==> images/power_grid.png <==
Pins as bars on the die edge. Tap cells in grey.
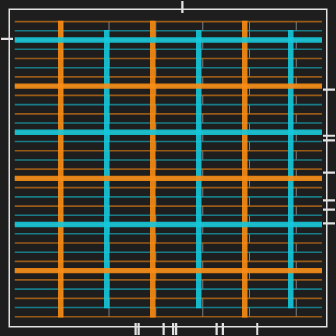
==> images/placement_by_type.png <==
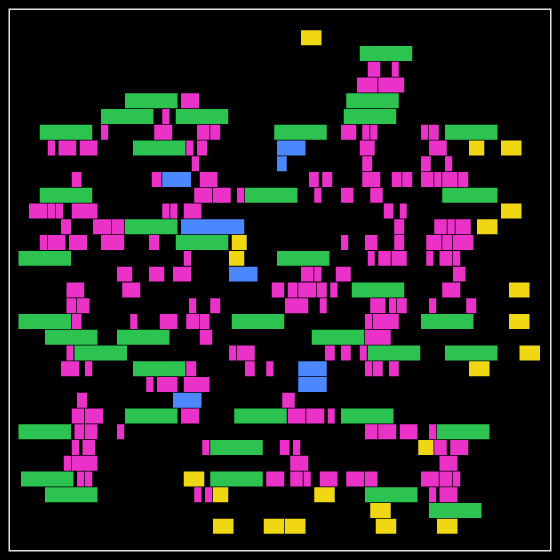
==> images/clk_routes.png <==
Bar = 20 um.
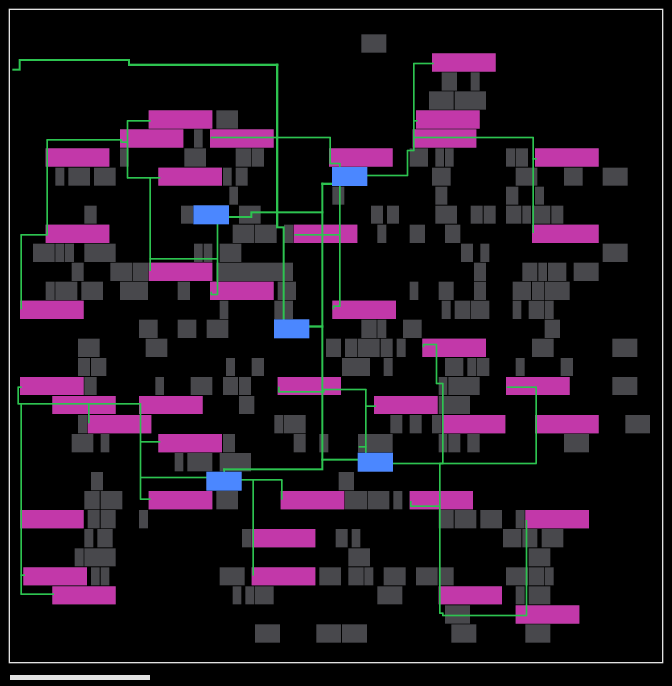
==> images/wires.png <==
Bar = 20 um.
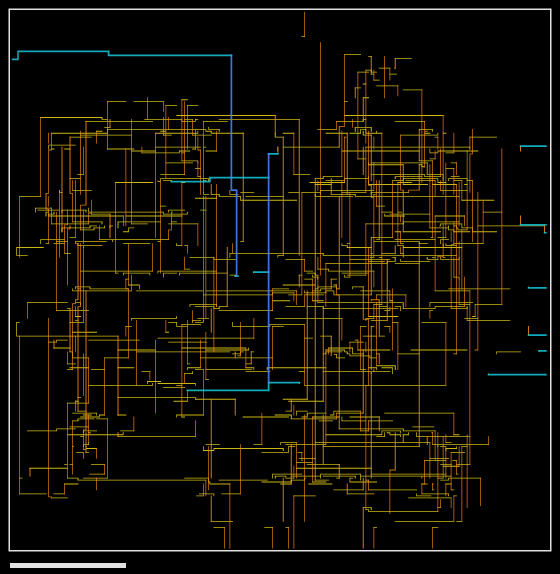
==> images/congestion.png <==
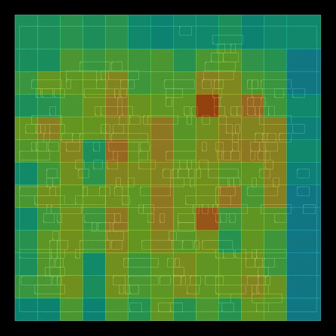
==> src/rtl/uart_transmitter.sv <==
// UART transmit path: start bit, LSB-first data, optional even parity, stop bits.
// Bit timing comes from a 16x oversampling NCO that matches the receiver's step formula.
module uart_transmitter #(
  parameter int EIGHT_BIT_DATA = 8,
  parameter int PARITY_BIT     = 0,
  parameter int STOP_BIT       = 2,
  parameter int DEFAULT_BDR    = 115200,
  parameter int SYS_CLK        = 100_000_000
) (
  input  logic                      clk,
  input  logic                      rst,
  input  logic [EIGHT_BIT_DATA-1:0] data,
  input  logic                      start,
  output logic                      txd,
  output logic                      busy,
  output logic                      done,
  output logic [2:0]                dbg_state
);

  localparam logic [63:0] STEP_FULL =
    (64'd16 * 64'(DEFAULT_BDR) * 64'd65536) / 64'(SYS_CLK);
  localparam logic [15:0] STEP      = STEP_FULL[15:0];
  localparam logic [2:0]  LAST_BIT  = 3'(EIGHT_BIT_DATA - 1);
  localparam logic [1:0]  LAST_STOP = 2'(STOP_BIT - 1);

  typedef enum logic [2:0] {
    IDLE        = 3'd0,
    START_BIT   = 3'd1,
    SEND_DATA   = 3'd2,
    SEND_PARITY = 3'd3,
    SEND_STOP   = 3'd4,
    DONE        = 3'd5
  } state_t;

  state_t                    state, state_nx;
  logic [EIGHT_BIT_DATA-1:0] shreg, shreg_nx;
  logic                      parity, parity_nx;
  logic [15:0]               acc, acc_nx;
  logic [3:0]                tick_cnt, tick_nx;
  logic [2:0]                bit_cnt, bit_nx;
  logic [1:0]                stop_cnt, stop_nx;
  logic                      txd_nx, busy_nx, done_nx;
  logic [16:0]               sum;
  logic                      tick, bit_end, accept;

  assign sum     = {1'b0, acc} + {1'b0, STEP};
  assign tick    = sum[16];
  assign bit_end = tick && (tick_cnt == 4'hf);
  // The DONE exit edge doubles as an accept edge so a held start gives back-to-back frames.
  assign accept  = start && ((state == IDLE) || (state == DONE));
  assign dbg_state = state;

  always_comb begin
    state_nx  = state;
    shreg_nx  = shreg;
    parity_nx = parity;
    acc_nx    = sum[15:0];
    tick_nx   = tick ? tick_cnt + 4'd1 : tick_cnt;
    bit_nx    = bit_cnt;
    stop_nx   = stop_cnt;
    txd_nx    = txd;
    busy_nx   = busy;
    done_nx   = 1'b0;
    case (state)
      IDLE: begin
        txd_nx  = 1'b1;
        busy_nx = 1'b0;
      end
      START_BIT: begin
        if (bit_end) begin
          state_nx = SEND_DATA;
          txd_nx   = shreg[0];
          shreg_nx = {1'b0, shreg[EIGHT_BIT_DATA-1:1]};
          bit_nx   = 3'd0;
        end
      end
      SEND_DATA: begin
        if (bit_end) begin
          if (bit_cnt == LAST_BIT) begin
            stop_nx = 2'd0;
            if (PARITY_BIT != 0) begin
              state_nx = SEND_PARITY;
              txd_nx   = parity;
            end else begin
              state_nx = SEND_STOP;
              txd_nx   = 1'b1;
            end
          end else begin
            bit_nx   = bit_cnt + 3'd1;
            txd_nx   = shreg[0];
            shreg_nx = {1'b0, shreg[EIGHT_BIT_DATA-1:1]};
          end
        end
      end
      SEND_PARITY: begin
        if (bit_end) begin
          state_nx = SEND_STOP;
          txd_nx   = 1'b1;
          stop_nx  = 2'd0;
        end
      end
      SEND_STOP: begin
        if (bit_end) begin
          if (stop_cnt == LAST_STOP) begin
            state_nx = DONE;
            done_nx  = 1'b1;
          end else begin
            stop_nx = stop_cnt + 2'd1;
          end
        end
      end
      DONE: begin
        state_nx = IDLE;
        txd_nx   = 1'b1;
        busy_nx  = 1'b0;
      end
      default: state_nx = IDLE;
    endcase
    if (accept) begin
      state_nx  = START_BIT;
      shreg_nx  = data;
      parity_nx = ^data;
      acc_nx    = 16'd0;
      tick_nx   = 4'd0;
      bit_nx    = 3'd0;
      stop_nx   = 2'd0;
      txd_nx    = 1'b0;
      busy_nx   = 1'b1;
      done_nx   = 1'b0;
    end
  end

  always_ff @(posedge clk or posedge rst) begin
    if (rst) begin
      state    <= IDLE;
      shreg    <= '0;
      parity   <= 1'b0;
      acc      <= 16'd0;
      tick_cnt <= 4'd0;
      bit_cnt  <= 3'd0;
      stop_cnt <= 2'd0;
      txd      <= 1'b1;
      busy     <= 1'b0;
      done     <= 1'b0;
    end else begin
      state    <= state_nx;
      shreg    <= shreg_nx;
      parity   <= parity_nx;
      acc      <= acc_nx;
      tick_cnt <= tick_nx;
      bit_cnt  <= bit_nx;
      stop_cnt <= stop_nx;
      txd      <= txd_nx;
      busy     <= busy_nx;
      done     <= done_nx;
    end
  end

endmodule

==> config.mk <==
export PLATFORM = sky130hd
export DESIGN_NAME = uart_transmitter
export DESIGN_NICKNAME = d
export VERILOG_FILES = /design/src/rtl/uart_transmitter.sv
export SDC_FILE = /design/constraint.sdc
export NUM_CORES = 1
export LEC_CHECK = 0
export CAP_MARGIN = 25
export CORE_UTILIZATION = 25
export DETAILED_ROUTE_END_ITERATION = 8
export GPL_ROUTABILITY_DRIVEN = 1
export PLACE_DENSITY_LB_ADDON = 0.05
export SYNTH_ARGS = -nofsm -noshare
export SYNTH_HDL_FRONTEND = slang
export SYNTH_SLANG_ARGS = --single-unit
export TNS_END_PERCENT = 50
==> constraint.sdc <==
create_clock -name clk -period 3.4 [get_ports clk]
set_clock_uncertainty 0.2 [all_clocks]
set_input_delay 0.68 -clock clk [delete_from_list [all_inputs] [get_ports clk]]
set_output_delay 0.68 -clock clk [all_outputs]
set_load 0.01 [all_outputs]
==> results_dict.tcl <==
# place-and-route summary
set metrics [dict create \
    ant_nets 0 \
    final_nets 254 \
    drt-vias-per-instance 4.71 \
    holdPathEnd "stop_cnt[0]$_DFFE_PP0P_" \
    r2r-start "bit_cnt[0]$_DFFE_PP0P_" \
    area_share_nonclk_buffers_pct 8.00 \
    worst-path-buf-inv 2 \
    drt_pass_1_iters 4 \
    number_of_pins_exceeding_their_max_slew_limit_in_the_final_report 0 \
    ant_diodes 0 \
    pre_cts_ws_ns 0.888 \
    setup_slack_ns 0.837 \
    clock.fmax_mhz 390 \
    synth.distinct_cells 47 \
    timing.hold.ws_ns 0.276 \
    clock_slew_at_reported_path_ffs_ns 0.08 \
    critical_path.cell_chain "buf_4 > clkdlybuf4s50_1" \
    yosys_register_bits 39 \
    buffer_ports.inserted 16 \
    floorplan.die.width_um 93.2 \
    nonClockBufferCount 21 \
    insertion_delay_ns 0.29 \
    hp-start "stop_cnt[0]$_DFFE_PP0P_" \
    synthToLayoutAreaGrowth_pct 19.0 \
    synth-simple-area-share_pct 20.8 \
    detail_route.wl_per_cell_um 14.1 \
    numCtsBuffers 5 \
    synth.largest_area_cell "sky130_fd_sc_hd__dfrtp_1" \
    top_level_ports 17 \
    post-cts-setup-buffer-count 0 \
    post-dp-hpwl_um 3300 \
    n_all_inverters 13 \
    synth.cell_area_mm2 0.00208 \
    fin_cells 341 \
    tightestPinTransition_ns 0.652 \
    worst-path-stages 2 \
    list_of_most_frequent_post_synthesis_cells "38 x sky130_fd_sc_hd__dfrtp_1, 22 x sky130_fd_sc_hd__nor2_1, 19 x sky130_fd_sc_hd__nand2_1" \
    synth_adder_area_share_pct 3.01 \
    critical_path_arrival_ns 1.68 \
    yosys.area_share.xor_xnor_pct 5.06 \
    mux_area_share_pct 1.44 \
    endpoint_class_of_the_critical_path "output port" \
    layout_top_cell_excl_fill_tap "sky130_fd_sc_hd__dfrtp_1" \
    chip_area_mm2 0.00868 \
    rsz0062_at_grt "no" \
    final-comb-area_mm2 0.00100 \
    start_kind "register" \
    critPathRequiredTime_ns 2.52 \
    die.size.y_um 93.2 \
    largest_net_degree_at_the_start_of_global_routing 40 \
    placedCellCount 333 \
    yosys.stat.seqShare_pct 47.0 \
    power_per_cell_area_mw_per_mm2 658 \
    count_of_unresolved_drc_violations_after_routing 0 \
    routabilityCongestion 0.696 \
    synth.comb.largest_family "simple AND/OR/NAND/NOR gates" \
    drv_cap 0 \
    clock_buffer_count 6 \
    postSynth.asyncResetShare_pct 100 \
    r2r_end "bit_cnt[0]$_DFFE_PP0P_" \
    ys.warnings.count 0 \
    crit_family "buffers and inverters" \
    floorplan.tapcells 102 \
    timing.critical_path.slowest_cell_delay_ns 0.60 \
    global_route.overflow_total 0 \
    clkSinkCount 39 \
    postSynthCellCount 220 \
    final_min_period_over_clock_period_pct 75.4 \
    worst_setup_path_endpoint "dbg_state[2]" \
    layout_min_cycle_time_ns 2.56 \
    crit_slowest_cell "sky130_fd_sc_hd__dfrtp_1" \
    r2r.worst_path.cells 7 \
    status "completed" \
    timing.setup.tns_ns 0 \
    ffs_latches 39 \
    layout.comb_gates.multi_input 158 \
    share_of_cell_area_taken_by_multi_input_logic_gates_pct 40.6 \
    timing.critical_path.from "dbg_state[2]$_DFFE_PP0P_" \
    floorplan.core_util_pct 26.3 \
    num-fill-cells 811 \
    setup_viol 0 \
    clock_cell_area_share_pct 4.76 \
    whs_path_depth 1 \
    vdd.ir_drop.worst_v 0.000292 \
    ys.flop_type "sky130_fd_sc_hd__dfrtp_1" \
    drive_gt1_share_pct 8.79 \
    ys_cells 220 \
    warning_count 26 \
    number_of_antenna_violations_at_the_first_check_in_global_routing 0 \
    clock_path_buffers 2 \
    yosysChipArea_mm2 0.00208 \
    final_cell_mix "38 x sky130_fd_sc_hd__dfrtp_1, 22 x sky130_fd_sc_hd__nor2_1, 19 x sky130_fd_sc_hd__nand2_1" \
    slew_headroom_pct 56.2 \
    hold_violation_total_from_the_final_report 0 \
    criticalPathCategory "register to output port" \
    core_area_mm2 0.00789 \
    drt_wl_total_um 4820 \
    post-synth-top-count-cell "sky130_fd_sc_hd__dfrtp_1" \
    post_syn_nets 236 \
    cts_max_level 2 \
    cts_hold_buffers 0 \
    synth-edff-count 0 \
    layout.area.seq_um2 977 \
    synth.area.top_cells "sky130_fd_sc_hd__dfrtp_1 46%, sky130_fd_sc_hd__nor2_1 4.0%, sky130_fd_sc_hd__nand2_1 3.4%" \
    cts-root-buf "sky130_fd_sc_hd__clkbuf_8" \
    synthesis.area_per_instance_um2 9.45 \
    clock_tree_from_tritoncts "done" \
    drt_first_iter_violations 65 \
    ys_sh_aoi_pct 18.0 \
    largest_class "logic gates" \
    timing.reg2reg.setup_slack_ns 0.85 \
    worstPathMaxFanout 12 \
    post-synth-top-area-fraction_pct 45.8 \
    first_global_vias 1704 \
    detailroute.via_count 1607 \
    worst_hold_path_type "register to register" \
    cts_resized 0 \
    leakagePower_nw 1.08 \
    grt_first_pass_wirelength_um 8580 \
]
-- power_grid.png (at the start) --
colour	net
cyan	VDD
orange	VSS
signal pins	17
met5 straps	6
met1 rails	33

-- placement_by_type.png (at the start) --
colour	class	cells
yellow	remaining buffers and delay cells	21
blue	clock drivers and dummy loads	8
magenta	combinational and other logic	171
green	sequential cells	39
final core utilization: 31.3%
Placement Rows: 32
Non-Filler Cell Area, Final: 0.00247 mm^2
Seq/total area: 39.5%

-- clk_routes.png (at the start) --
[blue] clock drivers | count: 5
[green] clock wires | length: 621 um
[magenta] flip-flops | count: 39
flops lie	widely spread
routed clock nets	6
power of the clock network: 0.000403 W
power share of the clock group: 24.8%

-- wires.png (at the start) --
colour	layer	wire length
orange	metal 2	2380 um
yellow	metal 1	2250 um
blue	metal 4	78.4 um
cyan	metal 3	108 um

-- congestion.png (at the start) --
total routing resource utilization after global routing: 13.0%
met3 routing resource usage after global routing: 2.76%
Global Route met1 Usage: 16.8%
GR Util met2: 21.2%

state kept, by name, summed over array words and instances, names as in the netlist:
signal and flops:
tick_cnt 4, bit_cnt 3, done 1, dbg_state 3, acc 16, shreg 8
busy 1, txd 1, stop_cnt 2
power by group:
| group | internal, W | switching, W |
|---|---|---|
| Combinational | 0.000241 | 0.000246 |
| Sequential | 0.000605 | 0.000131 |
| Clock | 0.000238 | 0.000166 |
per-layer routing:
metal	vias up	GRT usage, %	wire length [um]
li1	813	-	-
met1	775	16.8	2250
met2	13	21.2	2380
met3	6	2.76	108
met4	0	4.62	78
met5	-	0	0
stage by stage:
stage               power, W  area, um^2
floorplan            0.00110        2080
global placement     0.00125        2350
detailed placement   0.00124        2350
CTS                  0.00167        2470
global route         0.00178        2470
finish               0.00163        2470
Power figures rest on the tool's default switching activity, not on a simulated workload.
